[src/rtl/sc_et_sched.sv]
// rtl/sc_et_sched.sv - Early-termination stochastic-computing job controller
//
// Accepts one job at a time. Each job is a set of operands, a precision cap
// and a combine op (AND/OR). The controller finds the shortest exact stream
// length from the operands' trailing zeros. It then steps one shared counter
// through that length, emitting the correlated comparator bits and
// accumulating the combined stream. At the end it returns the scaled result.
//
// Ports:
//   clk, rst          clock; asynchronous active-high reset
//   req_valid/ready   job handshake (ready only while idle)
//   req_bx            operands, operand i = req_bx[i*WIDTH +: WIDTH]
//   req_prec          precision cap in bits (clamped to WIDTH)
//   req_op            0 = AND (min), 1 = OR (max)
//   abort             cancel a job in SETUP or RUN
//   bits_valid, bits  registered per-operand stream bits during RUN
//   res_valid/ready   result handshake
//   res_value         ones count scaled back to WIDTH-bit magnitude
//   res_len           stream length used (2^P)
//   busy              controller not idle
module sc_et_sched #(
  parameter int WIDTH      = 8,
  parameter int NUM_INPUTS = 2
) (
  input  logic                            clk,
  input  logic                            rst,
  input  logic                            req_valid,
  output logic                            req_ready,
  input  logic [WIDTH*NUM_INPUTS-1:0]     req_bx,
  input  logic [$clog2(WIDTH+1)-1:0]      req_prec,
  input  logic                            req_op,
  input  logic                            abort,
  output logic                            bits_valid,
  output logic [NUM_INPUTS-1:0]           bits,
  output logic                            res_valid,
  input  logic                            res_ready,
  output logic [WIDTH:0]                  res_value,
  output logic [WIDTH:0]                  res_len,
  output logic                            busy
);
  localparam int PW = $clog2(WIDTH+1);

  typedef enum logic [1:0] {S_IDLE, S_SETUP, S_RUN, S_DONE} state_t;

  state_t                        state_q, state_d;
  logic [WIDTH*NUM_INPUTS-1:0]   bt_q, bt_d;
  logic [PW-1:0]                 p_q, p_d;
  logic                          op_q, op_d;
  logic [WIDTH-1:0]              cnt_q, cnt_d;
  logic [WIDTH:0]                acc_q, acc_d;
  logic [NUM_INPUTS-1:0]         bits_q, bits_d;
  logic                          bits_valid_q, bits_valid_d;
  logic [WIDTH:0]                res_value_q, res_value_d;
  logic [WIDTH:0]                res_len_q, res_len_d;

  logic [PW-1:0]                 pcap;
  logic [WIDTH:0]                one_sh;
  logic [WIDTH-1:0]              keep_mask;
  logic [PW-1:0]                 p_setup;
  logic [WIDTH:0]                len;
  logic                          last;
  logic                          comb_bit;
  logic [WIDTH:0]                acc_sum;

  // Comparator bank: all operands share one compare value, which is what
  // keeps the streams correlated (thermometer-coded against the counter).
  function automatic logic [NUM_INPUTS-1:0] cmp_bits(
    input logic [WIDTH-1:0]            cnt,
    input logic [PW-1:0]               p,
    input logic [WIDTH*NUM_INPUTS-1:0] bt
  );
    logic [WIDTH-1:0]      c;
    logic [NUM_INPUTS-1:0] r;
    c = cnt << (PW'(WIDTH) - p);
    for (int i = 0; i < NUM_INPUTS; i++) begin
      r[i] = c < bt[i*WIDTH +: WIDTH];
    end
    return r;
  endfunction

  // Truncation mask: clear the low WIDTH-P_cap bits of every operand.
  always_comb begin
    pcap      = (req_prec > PW'(WIDTH)) ? PW'(WIDTH) : req_prec;
    one_sh    = (WIDTH+1)'(1) << (PW'(WIDTH) - pcap);
    keep_mask = ~(one_sh[WIDTH-1:0] - WIDTH'(1));
  end

  // Shortest exact length: P = WIDTH - min trailing zeros (zero operand = WIDTH).
  always_comb begin
    int tz;
    int min_tz;
    min_tz = WIDTH;
    for (int i = 0; i < NUM_INPUTS; i++) begin
      tz = WIDTH;
      for (int j = WIDTH-1; j >= 0; j--) begin
        if (bt_q[i*WIDTH + j]) tz = j;
      end
      if (tz < min_tz) min_tz = tz;
    end
    p_setup = PW'(WIDTH - min_tz);
  end

  always_comb begin
    len      = (WIDTH+1)'(1) << p_q;
    last     = ({1'b0, cnt_q} == (len - (WIDTH+1)'(1)));
    comb_bit = op_q ? (|bits_q) : (&bits_q);
    acc_sum  = acc_q + {{WIDTH{1'b0}}, comb_bit};
  end

  always_comb begin
    state_d      = state_q;
    bt_d         = bt_q;
    p_d          = p_q;
    op_d         = op_q;
    cnt_d        = cnt_q;
    acc_d        = acc_q;
    bits_d       = '0;
    bits_valid_d = 1'b0;
    res_value_d  = res_value_q;
    res_len_d    = res_len_q;
    case (state_q)
      S_IDLE: begin
        if (req_valid) begin
          bt_d    = req_bx & {NUM_INPUTS{keep_mask}};
          op_d    = req_op;
          state_d = S_SETUP;
        end
      end
      S_SETUP: begin
        if (abort) begin
          state_d = S_IDLE;
        end else begin
          p_d          = p_setup;
          cnt_d        = '0;
          acc_d        = '0;
          bits_d       = cmp_bits('0, p_setup, bt_q);
          bits_valid_d = 1'b1;
          state_d      = S_RUN;
        end
      end
      S_RUN: begin
        // bits_q is the bit on the wire this cycle; it is folded into acc
        // while the next cycle's bits are precomputed from cnt+1.
        if (abort) begin
          state_d = S_IDLE;
        end else if (last) begin
          acc_d       = acc_sum;
          res_value_d = acc_sum << (PW'(WIDTH) - p_q);
          res_len_d   = len;
          state_d     = S_DONE;
        end else begin
          acc_d        = acc_sum;
          cnt_d        = cnt_q + WIDTH'(1);
          bits_d       = cmp_bits(cnt_q + WIDTH'(1), p_q, bt_q);
          bits_valid_d = 1'b1;
        end
      end
      S_DONE: begin
        if (res_ready) state_d = S_IDLE;
      end
      default: state_d = S_IDLE;
    endcase
  end

  always_ff @(posedge clk or posedge rst) begin
    if (rst) begin
      state_q      <= S_IDLE;
      bt_q         <= '0;
      p_q          <= '0;
      op_q         <= 1'b0;
      cnt_q        <= '0;
      acc_q        <= '0;
      bits_q       <= '0;
      bits_valid_q <= 1'b0;
      res_value_q  <= '0;
      res_len_q    <= '0;
    end else begin
      state_q      <= state_d;
      bt_q         <= bt_d;
      p_q          <= p_d;
      op_q         <= op_d;
      cnt_q        <= cnt_d;
      acc_q        <= acc_d;
      bits_q       <= bits_d;
      bits_valid_q <= bits_valid_d;
      res_value_q  <= res_value_d;
      res_len_q    <= res_len_d;
    end
  end

  assign req_ready  = (state_q == S_IDLE);
  assign busy       = (state_q != S_IDLE);
  assign res_valid  = (state_q == S_DONE);
  assign bits       = bits_q;
  assign bits_valid = bits_valid_q;
  assign res_value  = res_value_q;
  assign res_len    = res_len_q;

endmodule
[config.mk]
export PLATFORM = sky130hd
export DESIGN_NAME = sc_et_sched
export DESIGN_NICKNAME = d
export VERILOG_FILES = /design/src/rtl/sc_et_sched.sv
export SDC_FILE = /design/constraint.sdc
export NUM_CORES = 1
export LEC_CHECK = 0
export CORE_MARGIN = 5
export CORE_UTILIZATION = 46
export DETAILED_ROUTE_END_ITERATION = 6
export PLACE_DENSITY = 0.67
export SLEW_MARGIN = 20
export SYNTH_ARGS = -nofsm -noshare
export SYNTH_HDL_FRONTEND = slang
export SYNTH_SLANG_ARGS = --single-unit
[constraint.sdc]
create_clock -name clk -period 5.41 [get_ports clk]
set_input_delay 0.8115 -clock clk [delete_from_list [all_inputs] [get_ports clk]]
set_output_delay 0.8115 -clock clk [all_outputs]
set_load 0.02 [all_outputs]
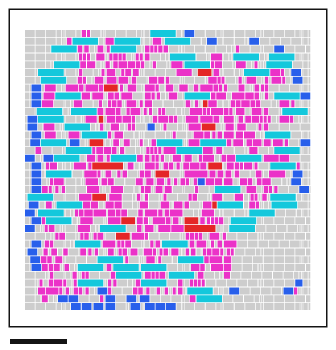
*Cell classes on the final placement, run 1*
Scale bar: 20 µm. Fill, decap, tap and diode cells in grey.
- clock drivers and dummy loads: red (cells 15; share of their area 4.1%)
- flops: cyan (cells 61; share of their area 29%)
- other buffers and delay cells: blue (cells 52; share of their area 9.8%)
- all other logic: magenta (cells 463; share of their area 57%)

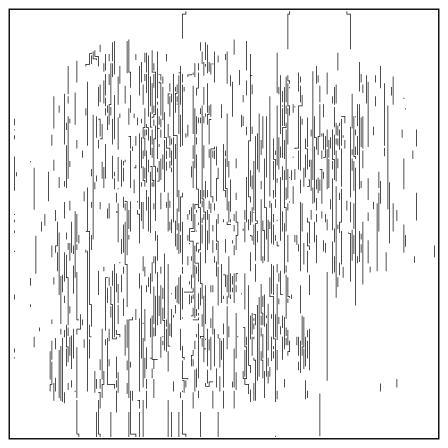
*Metal 2, run 1*
- wire length on this layer: 5020 µm
- nets with wire on the layer: 554
- share of all routed wire: 44%
- longest straight run: 36.0 µm

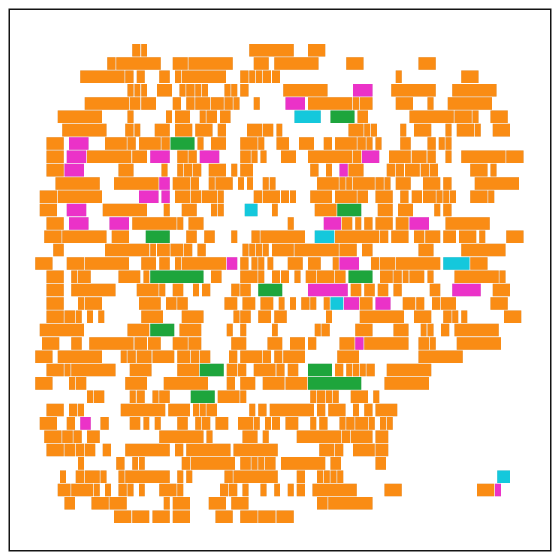
*Cells by drive strength, run 1*
- drive 2: magenta (cells 26; share 4.4%)
- drive 6 and up: green (cells 12; share 2.0%)
- drive 1 or less: orange (cells 547; share 93%)
- drive 3 to 4: cyan (cells 6; share 1.0%)

[run 1: where the power goes]
group	total [µW]	internal [µW]	switching (µW)
Sequential	672	553	119
Combinational	1920	785	1140
Clock	447	267	180
Total	3040	1600	1440
[run 1: cell usage after synthesis (5+ instances only)]
master	count
sky130_fd_sc_hd__a211oi_1	9
sky130_fd_sc_hd__a21o_1	5
sky130_fd_sc_hd__a21oi_1	21
sky130_fd_sc_hd__a31oi_1	7
sky130_fd_sc_hd__and3_1	5
sky130_fd_sc_hd__clkbuf_1	20
sky130_fd_sc_hd__dfrtp_1	61
sky130_fd_sc_hd__ha_1	33
sky130_fd_sc_hd__inv_1	42
sky130_fd_sc_hd__mux2_2	13
sky130_fd_sc_hd__mux2i_1	21
sky130_fd_sc_hd__nand2_1	62
sky130_fd_sc_hd__nand2b_1	10
sky130_fd_sc_hd__nand3_1	20
sky130_fd_sc_hd__nor2_1	56
sky130_fd_sc_hd__nor2b_1	9
sky130_fd_sc_hd__nor3_1	7
sky130_fd_sc_hd__o21ai_0	45
sky130_fd_sc_hd__o22ai_1	12
sky130_fd_sc_hd__xnor2_1	16
sky130_fd_sc_hd__xor2_1	6
[run 1: state kept, by name, summed over array words and instances, names as in the netlist]
| register | flops |
|---|---|
| acc_q | 9 |
| op_q | 1 |
| res_value | 9 |
| p_q | 4 |
| bits_valid | 1 |
| bits | 2 |
| res_len | 9 |
| state_q | 2 |
| cnt_q | 8 |
| bt_q | 16 |
[run 1: metrics by stage]
step | cells | utilization
final | 724 | 0.5502
after CTS | 724 | 0.5502
after floorplan | 552 | -
after global placement | 709 | 0.5284
after detailed placement | 709 | 0.5284
after global routing | 724 | 0.5502
==> flow report, run 1 <==
RUN STATUS
--------------------------------------------------------------------------
Run status .................................................. finished, final reports clean

DETAILED ROUTING
--------------------------------------------------------------------------
Routed len/inst .............................................     15.84 µm
Highest layer used for signal routing .......................         met4
Number of DRC violations after detailed routing .............            0
Met2 WL .....................................................     5.020 mm
Routed length on met3 .......................................       564 µm

FINAL TIMING
--------------------------------------------------------------------------
Count of endpoints failing setup in the final report ........            0
Setup repair after global routing missed its margin .........           no
Sum of negative setup slack .................................         0 ns
Final critical delay including setup and external delays ....     4.062 ns
Hold Vio Cnt, Final .........................................            0
Worst-case setup margin in the final layout .................     1.348 ns
Worst slew slack as a fraction of its limit .................       0.3817
Slew at the pin closest to its max-slew limit ...............    0.9231 ns

CLOCK NETWORK
--------------------------------------------------------------------------
Number of buffers added by the clock tree synthesis step ....            9
Setup fix buffers added after clock tree synthesis ..........            0
Maximum level of the CTS H-tree .............................            3
Clock tree from TritonCTS ...................................         done
Number of buffers on the longest clock path .................            2

GLOBAL ROUTING
--------------------------------------------------------------------------
Busiest layer in global routing .............................         met2
Grt total ovfl ..............................................            0
Met1 Track Usage GR .........................................       0.2988

LOGIC SYNTHESIS
--------------------------------------------------------------------------
Yosys synthesis warning count ...............................            0
Top cells by area ........................................... sky130_fd_sc_hd__dfrtp_1 (33%), sky130_fd_sc_hd__ha_1 (8.9%), sky130_fd_sc_hd__nand2_1 (5.0%), sky130_fd_sc_hd__o21ai_0 (4.9%), sky130_fd_sc_hd__mux2i_1 (4.6%)
Count of library flops with an enable pin ...................            0
Cell area after synthesis ................................... 0.004618 mm²
Top FF cell, synth .......................................... sky130_fd_sc_hd__dfrtp_1
Average cell area after synthesis ...........................    8.366 µm²
Number of cells in the yosys synthesis report ...............          552
Mux share ...................................................      0.08859
Basic Gates by Area .........................................       0.1978
Cells after Synth ...........................................          552

MIN PATH
--------------------------------------------------------------------------
Cell depth of the worst min-delay path ......................            2
Start point of the worst hold path .......................... op_q$_DFFE_PP0P_

FINAL LAYOUT
--------------------------------------------------------------------------
Antenna cell count ..........................................            0
Area added between synthesis and finish .....................       16.45%
Final Net Count .............................................          646
Number of sequential cells ..................................           61
Fillcell total ..............................................          921
Relative area of non-clock buffer cells in the final design .      0.09539
Area of all placed cells without fillers .................... 0.005378 mm²
Largest cell class by area ..................................  logic gates

FLOORPLAN
--------------------------------------------------------------------------
Fraction of the core area occupied by cells at floorplan ....       0.4725
Floorplan row count .........................................           36
Horizontal die dimension ....................................     110.2 µm

SETUP PATH
--------------------------------------------------------------------------
Critical path destination ................................... res_value[4]$_DFFE_PP0P_
Reg-to-reg endpoint ......................................... res_value[4]$_DFFE_PP0P_
Start of the worst register-to-register path ................ p_q[0]$_DFFE_PP0P_
Setup slack, reg-to-reg .....................................      1.35 ns
Largest fanout on the critical path .........................           18
Kind of end point of the critical path ......................         flop
Start point of the critical path ............................ p_q[0]$_DFFE_PP0P_
WS Path Type ................................................ flop to flop
Slowest cell on the critical path ........................... sky130_fd_sc_hd__nor2_4
Longest individual stage delay on the worst path ............      0.55 ns
WP data required ............................................      5.64 ns

PLACEMENT
--------------------------------------------------------------------------
Placed cell areas ........................................... 0.005165 mm²
Number of port buffers ......................................           49

PWR
--------------------------------------------------------------------------
Peak supply drop ............................................  0.0003249 V
Overall power after layout ..................................      3044 µW

### Selected gate families, run 1

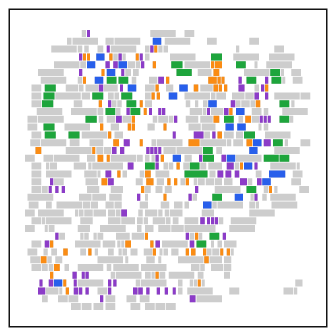

==> run 2: changes to the inputs <==
clock period = 4.1 ns   (was 5.41 ns; I/O delays follow)
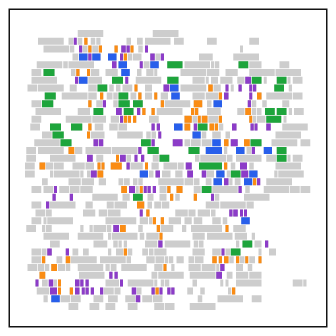
*Selected gate families, run 2*
- NAND gates: purple (cells 98; most used nand2_1)
- XOR/XNOR gates: blue (cells 23; most used xnor2_1)
- multiplexers: green (cells 37; most used mux2i_1)
- NOR gates: orange (cells 79; most used nor2_1)

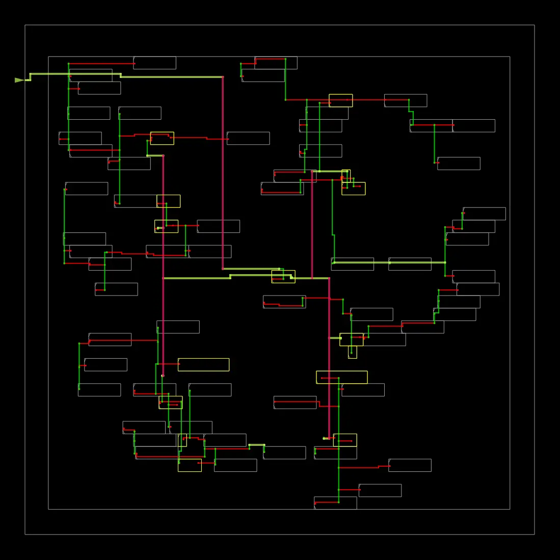
*Clock wiring as the flow saved it, run 2*
clock latency of the later-clocked register in the worst-skew pair: 0.35 ns
number of sequential cells: 61
P_clk: 598 µW
Sinks on Clock Net: 61
number of buffers added by the clock tree synthesis step: 9

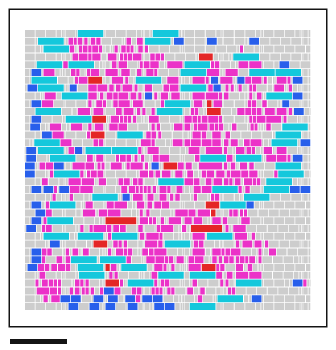
*Cell classes on the final placement, run 2*
Scale bar: 20 µm. Fill, decap, tap and diode cells in grey.
- other buffers and delay cells: blue (cells 59; share of their area 11%)
- all other logic: magenta (cells 463; share of their area 56%)
- clock drivers and dummy loads: red (cells 15; share of their area 4.0%)
- flops: cyan (cells 61; share of their area 29%)

==> flow report, run 2 <==
FINAL LAYOUT
---------------------------------------------------------------------------------
Area added between synthesis and finish ............................       17.58%
Max FFs per register ...............................................           16   unchanged
Final Net Count ....................................................          653   +1.1%
Share of cells above drive strength 1 ..............................      0.08528
Antenna cell count .................................................            0   unchanged
Area of all placed cells without fillers ........................... 0.005430 mm²   +0.98%
Register with the highest flop count ...............................         bt_q
Top cell excl fill/tap ............................................. sky130_fd_sc_hd__nand2_1
Final core utilization .............................................       0.5556   +0.005377
Commonest cells after routing, fill and taps aside ................. sky130_fd_sc_hd__nand2_1 (62), sky130_fd_sc_hd__dfrtp_1 (61), sky130_fd_sc_hd__nor2_1 (56)

PWR
---------------------------------------------------------------------------------
Power of the sequential group ......................................       874 µW   +30%
Largest Pwr Group .................................................. combinational logic
Internal power of the cells ........................................      2149 µW   +34%
Leakage power ......................................................  0.002427 µW
Total power density per cell area .................................. 759.2 mW/mm²
Share of total power consumed by net switching .....................       0.4788   +0.005994
Clk pwr share ......................................................        0.145   -0.002
Peak supply drop ...................................................  0.0003707 V   +14%
Overall power after layout .........................................      4123 µW   +35%
Net switching component of the power ...............................      1974 µW   +37%
Sequential share of power ..........................................        0.212   -0.009
P_comb .............................................................      2650 µW   +38%
Power share of the combinational group .............................        0.643   +0.011

FLOW RUN
---------------------------------------------------------------------------------
Number of violations of the max-capacitance limit ..................            0
Tool warning count .................................................           33

SETUP PATH
---------------------------------------------------------------------------------
Worst Reg-to-Reg Cells .............................................           14
WS Path Type ....................................................... flop to flop
Slowest cell on the critical path .................................. sky130_fd_sc_hd__dfrtp_1
WP data required ...................................................      4.33 ns   -1.31 ns
Start of the worst register-to-register path ....................... cnt_q[0]$_DFFE_PP0P_
Critical path startpoint category ..................................         flop
Crit path DAT ......................................................      3.89 ns
Most prevalent standard cell on the critical path .................. sky130_fd_sc_hd__a21oi_1
Longest individual stage delay on the worst path ...................      0.55 ns   about the same
Start point of the critical path ................................... cnt_q[0]$_DFFE_PP0P_
Largest fanout on the critical path ................................            9   -9
Kind of end point of the critical path .............................         flop
Crit-path cells .................................................... ha_1 -> nand3_1 -> xor2_1 -> and2_1 -> a211oi_1 -> a21oi_1 -> or2_2 -> a21oi_1 -> ha_1 -> a21o_1 -> a21o_1 -> a21oi_1 -> o21ai_0 -> o32ai_1

LOGIC SYNTHESIS
---------------------------------------------------------------------------------
Top cells by area .................................................. sky130_fd_sc_hd__dfrtp_1 (33%), sky130_fd_sc_hd__ha_1 (8.9%), sky130_fd_sc_hd__nand2_1 (5.0%), sky130_fd_sc_hd__o21ai_0 (4.9%), sky130_fd_sc_hd__mux2i_1 (4.6%)
Chip area in the Yosys report ...................................... 0.004618 mm²
Most instantiated library cell after synthesis ..................... sky130_fd_sc_hd__nand2_1
Number of nets at floorplan ........................................          611
Cell variety after synth ...........................................           65
Top FF cell, synth ................................................. sky130_fd_sc_hd__dfrtp_1
Post-synthesis async set-or-reset flop share .......................        1.000
Top cell type by total area after synthesis ........................ sky130_fd_sc_hd__dfrtp_1
Average cell area after synthesis ..................................    8.366 µm²   unchanged
Cell types with the highest counts after synthesis ................. sky130_fd_sc_hd__nand2_1 (62), sky130_fd_sc_hd__dfrtp_1 (61), sky130_fd_sc_hd__nor2_1 (56)
Share of the yosys chip area belonging to registers ................       0.3305
Yosys synthesis warning count ......................................            0   unchanged
Yosys reg bits .....................................................           61
Number of cells in the yosys synthesis report ......................          552   unchanged
Cell area after synthesis .......................................... 0.004618 mm²   unchanged
Count of library flops with an enable pin ..........................            0   unchanged
Proportion of netlist area held by the largest area contributor ....       0.3305
Cells after Synth ..................................................          552   unchanged

MIN PATH
---------------------------------------------------------------------------------
Classification of the worst-slack hold path ........................ flop to flop
Start point of the worst hold path ................................. op_q$_DFFE_PP0P_
Cell depth of the worst min-delay path .............................            2   unchanged

FLOORPLAN
---------------------------------------------------------------------------------
Core Region ........................................................ 0.009774 mm²
IO Count ...........................................................           50
Total Die Area .....................................................  0.01214 mm²
Fraction of the core area occupied by cells at floorplan ...........       0.4725   unchanged
Die height .........................................................     110.2 µm
Floorplan row count ................................................           36   unchanged
Horizontal die dimension ...........................................     110.2 µm   unchanged

CLOCK NETWORK
---------------------------------------------------------------------------------
Root Buffer ........................................................ sky130_fd_sc_hd__clkbuf_8
Hold-fix buffers, CTS ..............................................            0
Setup fix buffers added after clock tree synthesis .................            0   unchanged
Clock tree from TritonCTS ..........................................         done
Count of cells resized by post-cts repair ..........................            0
Register clock-pin slew on the reported worst setup and hold paths .      0.07 ns
Maximum level of the CTS H-tree ....................................            3   unchanged
Number of buffers on the longest clock path ........................            2   unchanged

FINAL TIMING
---------------------------------------------------------------------------------
F_max ..............................................................   0.2733 GHz
Final critical delay including setup and external delays ...........     3.659 ns   -0.4033 ns
Setup repair after global routing missed its margin ................           no
Count of endpoints failing setup in the final report ...............            0   unchanged
Worst slew slack as a fraction of its limit ........................       0.3784   -0.003310
Slew at the pin closest to its max-slew limit ......................    0.9310 ns   +0.007917 ns
Worst-case setup margin in the final layout ........................    0.4414 ns   -0.9067 ns
Pins over their slew limit .........................................            0
Sum of negative setup slack ........................................         0 ns   unchanged
Hold Vio Cnt, Final ................................................            0   unchanged
Final worst path period share ......................................       0.8923
Worst clock skew ...................................................  0.008509 ns

DETAILED ROUTING
---------------------------------------------------------------------------------
Number of DRC violations after detailed routing ....................            0   unchanged
Final antenna-violating net count ..................................            0
Detailed-route via count ...........................................         4174
Starting DRC count in detailed routing .............................          408
Total Routed Length ................................................     12.27 mm
Routed len/inst ....................................................     16.79 µm   +6.0%
Number of vias per cell ............................................        5.710
DR pass1 iterations ................................................            5

GLOBAL ROUTING
---------------------------------------------------------------------------------
Vias in the first global route .....................................         4082
Global router's overall resource usage .............................       0.2209
First-pass GRT wire length .........................................     20.71 mm
Antenna violations before repair ...................................            0
Grt total ovfl .....................................................            0   unchanged
Largest net degree at the start of global routing ..................           43

RUN STATUS
---------------------------------------------------------------------------------
Run status ......................................................... finished, final reports clean

PLACEMENT
---------------------------------------------------------------------------------
Placed cell areas .................................................. 0.005218 mm²   +1.0%
Final weighted congestion in routability-driven placement ..........       0.9064
Pre-CTS setup slack ................................................    0.5691 ns
Post-DP HPWL .......................................................     9.361 mm
Number of port buffers .............................................           49   unchanged

-- run 2: cell counts after synthesis --
No cell type changed its count.
-- run 2: cell families after synthesis --
logic type,Yosys count,share of synthesized area
AOI/OAI and AO/OA,133,0.1834
xor gates and xnor gates,23,0.04525
adders and majority gates,34,0.09158
buffers and inverters,70,0.06285
DFF,61,0.3305
muxes,37,0.08859
and+or+nand+nor,194,0.1978
-- run 2: stage by stage --
stage | hold WS (ns) | std cells
2_1_floorplan | 0.4526 | 552
3_3_place_gp | 0.4685 | 716
3_5_place_dp | 0.4754 | 716
4_1_cts | 0.4913 | 731
5_1_grt | 0.5254 | 731
6_report | 0.4840 | 731
-- run 2: routing by layer --
layer / vias to the layer above / track usage / routed length [µm]
met4: 0 / 0.08004 / 170
li1: 2025 / - / -
met1: 1980 / 0.3271 / 5913
met5: - / 0 / 0
met2: 154 / 0.3241 / 5244
met3: 15 / 0.03611 / 945
-- run 2: worst max-delay path, delay by kind of cell (launching register included) --
| family | cells | cell delay, ns |
|---|---|---|
| compound gates | 8 | 1.49 |
| simple gates | 3 | 0.66 |
| fa+ha+maj | 2 | 0.62 |
| flops | 1 | 0.55 |
| xor+xnor | 1 | 0.23 |
-- run 2: final timing paths --
check                                       end  slack, ns
min                            op_q$_DFFE_PP0P_       0.48
max reg2reg                   bits[0]$_DFF_PP0_       0.44
min reg2reg                    op_q$_DFFE_PP0P_       0.48
max                           bits[0]$_DFF_PP0_       0.44
min in group asynchronous  bits_valid$_DFF_PP0_       0.79
max in group asynchronous   bt_q[5]$_DFFE_PP0P_       2.47
-- run 2: final cells by class --
type	count	area [µm²]
clock buffers	10	137.6
clock inverters	5	75.07
fillers	931	4344
inverters	42	157.7
multi-input cells	421	2801
flip-flops and latches	61	1526
well taps	133	166.4
repair buffers	59	565.5
==> run 3: changes to the inputs <==
CTS_CLUSTER_SIZE = 25   (was unset)
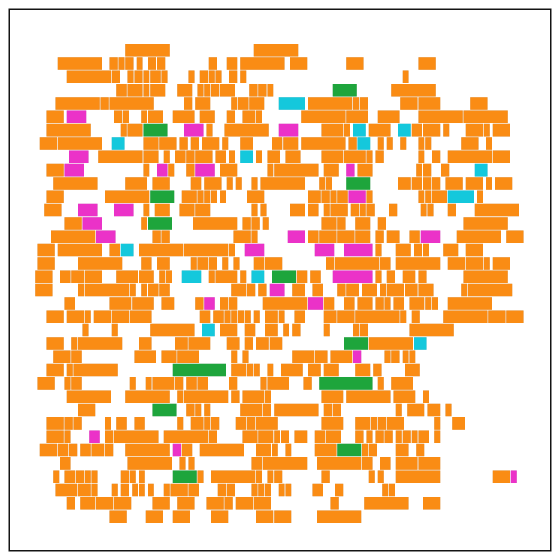
*Cells by drive strength, run 3*
- drive 1 or less: orange (cells 547; share 91%)
- drive 3 to 4: cyan (cells 13; share 2.2%)
- drive 2: magenta (cells 26; share 4.3%)
- drive 6 and up: green (cells 12; share 2.0%)

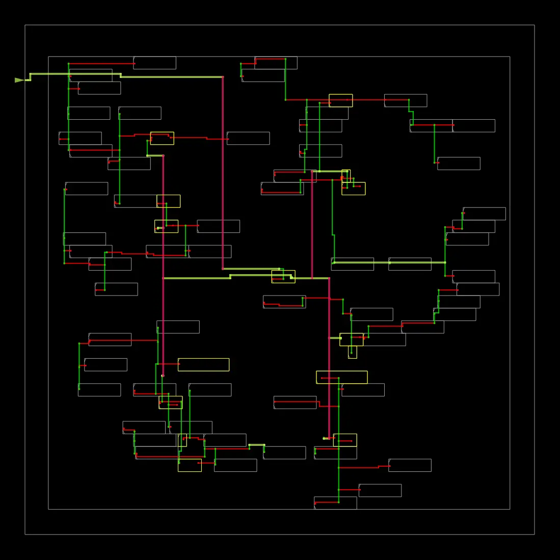
*Clock wiring as the flow saved it, run 3*
total of clock buffers placed in the layout: 10
worst clock skew: 0.008509 ns

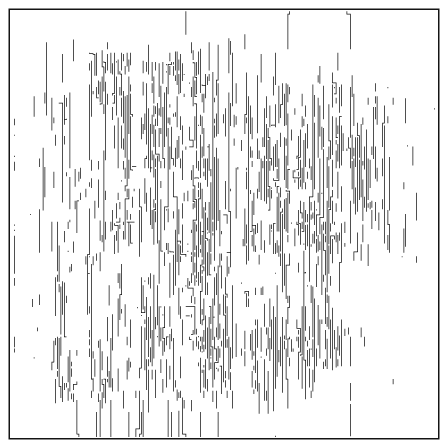
*Metal 2, run 3*
- share of all routed wire: 43%
- wire length on this layer: 5240 µm
- nets with wire on the layer: 537

==> flow report, run 3 <==
RUN STATUS
---------------------------------------------------------------------------------
Run status ......................................................... finished, final reports clean

PLACEMENT
---------------------------------------------------------------------------------
Post-DP HPWL .......................................................     9.361 mm   unchanged
Final weighted congestion in routability-driven placement ..........       0.9064   unchanged
Number of port buffers .............................................           49   unchanged
Cells after DPL ....................................................          716   unchanged

SETUP PATH
---------------------------------------------------------------------------------
Start of the worst register-to-register path ....................... cnt_q[0]$_DFFE_PP0P_
Kind of end point of the critical path .............................         flop
Start point of the critical path ................................... cnt_q[0]$_DFFE_PP0P_
Critical path startpoint category ..................................         flop
Most prevalent standard cell on the critical path .................. sky130_fd_sc_hd__a21oi_1
WS Path Type ....................................................... flop to flop
Crit path DAT ......................................................      3.89 ns   about the same
Reg-to-reg endpoint ................................................ bits[0]$_DFF_PP0_
Slowest cell on the critical path .................................. sky130_fd_sc_hd__dfrtp_1
Largest fanout on the critical path ................................            9   unchanged
Setup slack, reg-to-reg ............................................      0.44 ns   about the same
WP data required ...................................................      4.33 ns   about the same
Longest individual stage delay on the worst path ...................      0.55 ns   about the same
Crit-path cells .................................................... ha_1 -> nand3_1 -> xor2_1 -> and2_1 -> a211oi_1 -> a21oi_1 -> or2_2 -> a21oi_1 -> ha_1 -> a21o_1 -> a21o_1 -> a21oi_1 -> o21ai_0 -> o32ai_1
Worst Reg-to-Reg Cells .............................................           14   unchanged

LOGIC SYNTHESIS
---------------------------------------------------------------------------------
Top cells by area .................................................. sky130_fd_sc_hd__dfrtp_1 (33%), sky130_fd_sc_hd__ha_1 (8.9%), sky130_fd_sc_hd__nand2_1 (5.0%), sky130_fd_sc_hd__o21ai_0 (4.9%), sky130_fd_sc_hd__mux2i_1 (4.6%)
Cell types with the highest counts after synthesis ................. sky130_fd_sc_hd__nand2_1 (62), sky130_fd_sc_hd__dfrtp_1 (61), sky130_fd_sc_hd__nor2_1 (56)
Average cell area after synthesis ..................................    8.366 µm²   unchanged
Most instantiated library cell after synthesis ..................... sky130_fd_sc_hd__nand2_1
Post-synthesis compound-gate area fraction .........................       0.1834   unchanged
Top FF cell, synth ................................................. sky130_fd_sc_hd__dfrtp_1
Cells after Synth ..................................................          552   unchanged
Mux share ..........................................................      0.08859   unchanged
Cell variety after synth ...........................................           65   unchanged
Basic Gates by Area ................................................       0.1978   unchanged
Top cell type by total area after synthesis ........................ sky130_fd_sc_hd__dfrtp_1
Number of nets at floorplan ........................................          611   unchanged
XOR/XNOR share of the synthesized area .............................      0.04525   unchanged
Number of cells in the yosys synthesis report ......................          552   unchanged
Share of the yosys chip area belonging to registers ................       0.3305   unchanged
Chip area in the Yosys report ...................................... 0.004618 mm²   unchanged
Dominant non-sequential cell family after synthesis ................ simple AND/OR/NAND/NOR gates
Post-synthesis async set-or-reset flop share .......................        1.000   unchanged
Proportion of netlist area held by the largest area contributor ....       0.3305   unchanged
Yosys synthesis warning count ......................................            0   unchanged
Yosys reg bits .....................................................           61   unchanged
Cell area after synthesis .......................................... 0.004618 mm²   unchanged
Count of library flops with an enable pin ..........................            0   unchanged
Area fraction in full adders, half adders and majority gates .......      0.09157   unchanged

CLOCK NETWORK
---------------------------------------------------------------------------------
Number of buffers on the longest clock path ........................            2   unchanged
Clock latency of the later-clocked register in the worst-skew pair .      0.35 ns   about the same
Setup fix buffers added after clock tree synthesis .................            0   unchanged
Maximum level of the CTS H-tree ....................................            3   unchanged
Hold-fix buffers, CTS ..............................................            0   unchanged
Clock tree from TritonCTS ..........................................         done
Sinks on Clock Net .................................................           61   unchanged
Register clock-pin slew on the reported worst setup and hold paths .      0.07 ns   about the same
Number of buffers added by the clock tree synthesis step ...........            9   unchanged
Count of cells resized by post-cts repair ..........................            0   unchanged
Root Buffer ........................................................ sky130_fd_sc_hd__clkbuf_8

FINAL LAYOUT
---------------------------------------------------------------------------------
Share of cells above drive strength 1 ..............................      0.08528   unchanged
Non-filler instance count after layout .............................          731   unchanged
Antenna cell count .................................................            0   unchanged
Combinational Area ................................................. 0.002801 mm²   unchanged
Final Net Count ....................................................          653   unchanged
Fillcell total .....................................................          931   unchanged
Commonest cells after routing, fill and taps aside ................. sky130_fd_sc_hd__nand2_1 (62), sky130_fd_sc_hd__dfrtp_1 (61), sky130_fd_sc_hd__nor2_1 (56)
Final core utilization .............................................       0.5556   unchanged
Area added between synthesis and finish ............................       17.58%   unchanged
Register with the highest flop count ...............................         bt_q
Max FFs per register ...............................................           16   unchanged
Total area of sequential cells ..................................... 0.001526 mm²   unchanged
Top cell excl fill/tap ............................................. sky130_fd_sc_hd__nand2_1

MIN PATH
---------------------------------------------------------------------------------
Cell depth of the worst min-delay path .............................            2   unchanged
Hold EP ............................................................ op_q$_DFFE_PP0P_
Start point of the worst hold path ................................. op_q$_DFFE_PP0P_
Classification of the worst-slack hold path ........................ flop to flop

FLOORPLAN
---------------------------------------------------------------------------------
Core Region ........................................................ 0.009774 mm²   unchanged
Fraction of the core area occupied by cells at floorplan ...........       0.4725   unchanged
Total Die Area .....................................................  0.01214 mm²   unchanged
Horizontal die dimension ...........................................     110.2 µm   unchanged
IO Count ...........................................................           50   unchanged
Floorplan row count ................................................           36   unchanged
Die height .........................................................     110.2 µm   unchanged

FLOW RUN
---------------------------------------------------------------------------------
Number of violations of the max-capacitance limit ..................            0   unchanged
Tool warning count .................................................           33   unchanged

FINAL TIMING
---------------------------------------------------------------------------------
Final critical delay including setup and external delays ...........     3.659 ns   unchanged
Slew at the pin closest to its max-slew limit ......................    0.9310 ns   unchanged
Count of endpoints failing setup in the final report ...............            0   unchanged
Pins over their slew limit .........................................            0   unchanged
Setup repair after global routing missed its margin ................           no
Final worst path period share ......................................       0.8923   unchanged
Sum of negative setup slack ........................................         0 ns   unchanged
Hold Vio Cnt, Final ................................................            0   unchanged
F_max ..............................................................   0.2733 GHz   unchanged
Worst slew slack as a fraction of its limit ........................       0.3784   unchanged

GLOBAL ROUTING
---------------------------------------------------------------------------------
Vias in the first global route .....................................         4082   unchanged
Largest net degree at the start of global routing ..................           43   unchanged
Grt total ovfl .....................................................            0   unchanged
Antenna violations before repair ...................................            0   unchanged
Global router's overall resource usage .............................       0.2209   unchanged
First-pass GRT wire length .........................................     20.71 mm   unchanged

DETAILED ROUTING
---------------------------------------------------------------------------------
Number of vias per cell ............................................        5.710   unchanged
Detailed-route via count ...........................................         4174   unchanged
Starting DRC count in detailed routing .............................          408   unchanged
Routed len/inst ....................................................     16.79 µm   unchanged
DR pass1 iterations ................................................            5   unchanged
Number of DRC violations after detailed routing ....................            0   unchanged
Total Routed Length ................................................     12.27 mm   unchanged
Final antenna-violating net count ..................................            0   unchanged

PWR
---------------------------------------------------------------------------------
Overall power after layout .........................................      4123 µW   unchanged
Peak supply drop ...................................................  0.0003707 V   unchanged
Leakage power ......................................................  0.002427 µW   unchanged
Total power density per cell area .................................. 759.2 mW/mm²   unchanged

## run 3: cell counts in the layout (fill, tap and decap cells not counted)
Identical to the previous run, type by type.
## run 3: where the power goes
part | internal, µW | switching, µW | total, µW
logic | 1070 | 1580 | 2650
registers | 730 | 144 | 874
clock network | 352 | 246 | 598
## run 3: worst max-delay path by stage
stage | end | cells past startpoint | slack, ns
6_report | bits[0]$_DFF_PP0_ | 14 | 0.44
5_1_grt | bits[0]$_DFF_PP0_ | 14 | 0.14
4_1_cts | bits[0]$_DFF_PP0_ | 14 | 0.50
3_5_place_dp | bits[0]$_DFF_PP0_ | 14 | 0.57
3_3_place_gp | bits[0]$_DFF_PP0_ | 14 | 0.43
2_1_floorplan | res_len[4]$_DFFE_PP0P_ | 16 | 0.32
## run 3: metal layers
metal,global-route usage,vias to the layer above,part of all wire
li1,-,2025,-
met1,0.3271,1980,0.48
met2,0.3241,154,0.43
met3,0.03611,15,0.077
met4,0.08004,0,0.014
met5,0,-,0
## run 3: metrics by stage
stage | hold WS (ns) | worst slack, ns | cell area, µm²
after floorplan | 0.4526 | 0.3169 | 4618
after global placement | 0.4685 | 0.4350 | 5218
after detailed placement | 0.4754 | 0.5691 | 5218
after CTS | 0.4913 | 0.5016 | 5430
after global routing | 0.5254 | 0.1408 | 5430
final | 0.4840 | 0.4414 | 5430
## run 3: critical path, delay by kind of cell, from the launching register on
family	cells	cell delay [ns]
AND-OR/OR-AND	8	1.49
AND/OR/NAND/NOR	3	0.66
adder cells (fa/ha/maj)	2	0.62
flip-flops	1	0.55
XOR/XNOR	1	0.23
## run 3: cell type report
type,instances,share of cell area
Clock buffer,10,0.02535
Clock inverter,5,0.01382
Inverter,42,0.02903
Multi-Input combinational cell,421,0.5159
Sequential cell,61,0.2811
Tap cell,133,0.03065
Timing Repair Buffer,59,0.1041
Power and IR drop assume default switching activity.
